==> images/final_placement.png <==
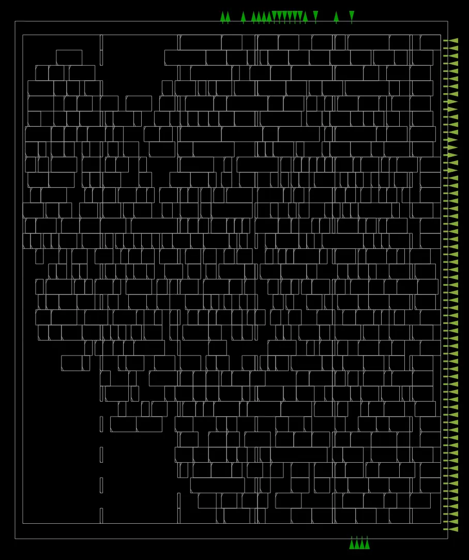
==> images/wire_density.png <==
Scale: 4 px per µm. 15 x 18 tiles, from dark purple (low) to yellow (high), scaled to the fullest tile. Values are wire area over tile area, all layers added.
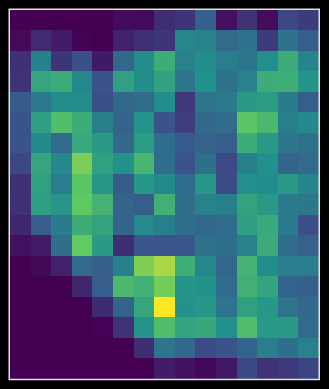
===== src/rtl/fp8_add_arbiter.sv =====
// fp8_add_arbiter: shares one combinational adderFP8 among NUM_REQ requesters.
// Round-robin grant selection, a valid/ready handshake per requester, and a
// one-entry registered result stage with backpressure.
//
// Ports:
//   clk        rising-edge clock
//   rst        synchronous active-high reset
//   req_valid  [NUM_REQ]    per-requester operand valid
//   req_ready  [NUM_REQ]    per-requester accept, one-hot or zero
//   req_a      [8*NUM_REQ]  operand A, requester i at [8i+7:8i]
//   req_b      [8*NUM_REQ]  operand B, same packing
//   res_valid  result register holds an unconsumed result
//   res_ready  downstream accepts the result
//   res_c      [8]    FP8 sum
//   res_id     [IDW]  requester that produced res_c
//   op_count   [16]   result handshake counter (only with FP8_ARB_CNT_EN)
//
// Optional feature macro: FP8_ARB_CNT_EN adds the wrapping op_count output.
//
// adderFP8 is defined here so the block is self-contained.
// FP8_TYPE 0 = E4M3 (bias 7), otherwise E5M2 (bias 15). The adder
// truncates, flushes zero-exponent inputs and underflowing results to +0,
// and saturates overflow to the largest exponent below all-ones with an
// all-ones mantissa.

module adderFP8 #(
    parameter int FP8_TYPE = 0
) (
    input  logic [7:0] a,
    input  logic [7:0] b,
    output logic [7:0] c
);
    localparam int EW = (FP8_TYPE == 0) ? 4 : 5;
    localparam int MW = 7 - EW;
    localparam int SW = MW + 2;     // carry bit + hidden bit + mantissa

    logic          s_big, s_small;
    logic [EW-1:0] e_big, e_small;
    logic [MW-1:0] m_big, m_small;
    logic [EW-1:0] diff;
    logic [SW-1:0] sig_big, sig_small, sum;
    int            e_res;

    always_comb begin
        // Order operands by magnitude so the result sign is that of the larger.
        if (a[6:0] >= b[6:0]) begin
            {s_big, e_big, m_big}       = a;
            {s_small, e_small, m_small} = b;
        end else begin
            {s_big, e_big, m_big}       = b;
            {s_small, e_small, m_small} = a;
        end
        sig_big   = (e_big == '0)   ? '0 : {2'b01, m_big};
        sig_small = (e_small == '0) ? '0 : {2'b01, m_small};
        diff      = e_big - e_small;
        sig_small = (int'(diff) >= SW) ? '0 : (sig_small >> diff);

        if (s_big == s_small) sum = sig_big + sig_small;
        else                  sum = sig_big - sig_small;

        e_res = int'(e_big);
        if (sum[SW-1]) begin
            sum   = sum >> 1;
            e_res = e_res + 1;
        end else begin
            for (int i = 0; i < MW + 1; i++) begin
                if (sum != '0 && !sum[SW-2]) begin
                    sum   = sum << 1;
                    e_res = e_res - 1;
                end
            end
        end

        if (sum == '0 || e_res <= 0)
            c = 8'h00;
        else if (e_res >= (2 ** EW) - 1)
            c = {s_big, EW'((2 ** EW) - 2), {MW{1'b1}}};
        else
            c = {s_big, EW'(e_res), sum[MW-1:0]};
    end
endmodule

module fp8_add_arbiter #(
    parameter  int NUM_REQ  = 4,
    parameter  int FP8_TYPE = 0,
    localparam int IDW      = $clog2(NUM_REQ)
) (
    input  logic                 clk,
    input  logic                 rst,
    input  logic [NUM_REQ-1:0]   req_valid,
    output logic [NUM_REQ-1:0]   req_ready,
    input  logic [8*NUM_REQ-1:0] req_a,
    input  logic [8*NUM_REQ-1:0] req_b,
    output logic                 res_valid,
    input  logic                 res_ready,
    output logic [7:0]           res_c,
    output logic [IDW-1:0]       res_id
`ifdef FP8_ARB_CNT_EN
    ,
    output logic [15:0]          op_count
`endif
);
    logic [IDW-1:0] last_gnt;
    logic [IDW-1:0] g;
    logic [IDW-1:0] cand;
    logic           found;
    logic           can_accept;
    logic           transfer;
    logic [7:0]     sum;

    // Search starts one past the previous winner and wraps.
    always_comb begin
        g     = '0;
        found = 1'b0;
        cand  = '0;
        for (int i = 1; i <= NUM_REQ; i++) begin
            cand = IDW'((int'(last_gnt) + i) % NUM_REQ);
            if (!found && req_valid[cand]) begin
                found = 1'b1;
                g     = cand;
            end
        end
    end

    // Output stage refills in the same cycle it drains.
    assign can_accept = !res_valid || res_ready;

    always_comb begin
        req_ready = '0;
        if (can_accept && found && !rst)
            req_ready[g] = 1'b1;
    end

    // req_ready is only ever set at the winner, which is valid by construction.
    assign transfer = |req_ready;

    adderFP8 #(.FP8_TYPE(FP8_TYPE)) u_add (
        .a (req_a[int'(g) * 8 +: 8]),
        .b (req_b[int'(g) * 8 +: 8]),
        .c (sum)
    );

    always_ff @(posedge clk) begin
        if (rst) begin
            res_valid <= 1'b0;
            res_c     <= '0;
            res_id    <= '0;
            last_gnt  <= IDW'(NUM_REQ - 1);
        end else if (transfer) begin
            res_valid <= 1'b1;
            res_c     <= sum;
            res_id    <= g;
            last_gnt  <= g;
        end else if (res_valid && res_ready) begin
            res_valid <= 1'b0;
        end
    end

`ifdef FP8_ARB_CNT_EN
    always_ff @(posedge clk) begin
        if (rst)
            op_count <= '0;
        else if (res_valid && res_ready)
            op_count <= op_count + 16'd1;
    end
`endif
endmodule

===== config.mk =====
export PLATFORM = sky130hd
export DESIGN_NAME = fp8_add_arbiter
export DESIGN_NICKNAME = d
export VERILOG_FILES = /design/src/rtl/fp8_add_arbiter.sv
export SDC_FILE = /design/constraint.sdc
export NUM_CORES = 1
export LEC_CHECK = 0
export ABC_CLOCK_PERIOD_IN_PS = 14600
export CORE_ASPECT_RATIO = 1.2
export CORE_UTILIZATION = 52
export DETAILED_ROUTE_END_ITERATION = 8
export PLACE_DENSITY = 0.9
export SYNTH_ARGS = -nofsm -noshare
export SYNTH_HDL_FRONTEND = slang
export SYNTH_SLANG_ARGS = --single-unit

===== constraint.sdc =====
create_clock -name clk -period 14.6 [get_ports clk]
set_clock_uncertainty 0.15 [all_clocks]
set_input_delay 2.19 -clock clk [delete_from_list [all_inputs] [get_ports clk]]
set_output_delay 2.19 -clock clk [all_outputs]
set_load 0.005 [all_outputs]

==> impl_metrics.json <==
{
  "warnings": 31,
  "status": "completed",
  "cpPeakStageDelay_ns": 0.48,
  "whs_ns": 0.322,
  "synth_area_per_cell_um2": 6.99,
  "clk_latency_ns": 0.24,
  "fin_crit_ns": 13.50,
  "grt-ovfl-total": 0,
  "drt_iter0_drc": 306,
  "cts-buffers-inserted": 3,
  "hold_start": "res_c[4]",
  "slowest_stage": "clkdlybuf4s50_1",
  "hold_path_depth": 2,
  "use_met1_pct": 36.6,
  "synth_flops": 13,
  "critPathBufInv": 4,
  "multiInputCombCellCount": 452,
  "logic_area_um2": 3090,
  "synth.largest_area_cell": "ha_1"
}
-- final_placement.png (at the start) --
proportion of cell area occupied by registers: 5.87%
Post-Layout Cell Count: 659
Rows: 32
Well Taps: 85

-- wire_density.png (at the start) --
emptiest ninth of the die: lower left
nearly empty tiles: 13%
mean over tiles: 0.25
vias: 4193
Global Route Usage Sum: 30.6%
routed wire length: 11100 µm
drt wl/cell: 16.8 µm

-- synthesized netlist by cell type, types with 4 or more instances --
cell type	instances
and2_1	4
o21ai_0	25
and3_1	15
a211oi_1	8
or3_1	4
nor3_1	13
nor2b_1	7
nor2_1	35
ha_1	24
mux2_2	4
a21oi_2	4
xnor2_1	17
a31oi_1	5
o31a_1	4
o2111ai_1	6
nor3b_1	5
a211oi_2	4
inv_1	19
xor2_1	7
nand3_1	35
nand2b_1	11
a21boi_0	4
nand2_1	80
nor4_1	6
a22oi_1	4
clkbuf_1	10
mux2i_1	13
a21o_1	4
a21oi_1	29
o21ai_1	5
dfxtp_1	13
-- state kept, by name (all words and copies together), names as in the netlist --
| register | count |
|---|---|
| res_c | 8 |
| last_gnt | 2 |
| res_id | 2 |
| res_valid | 1 |
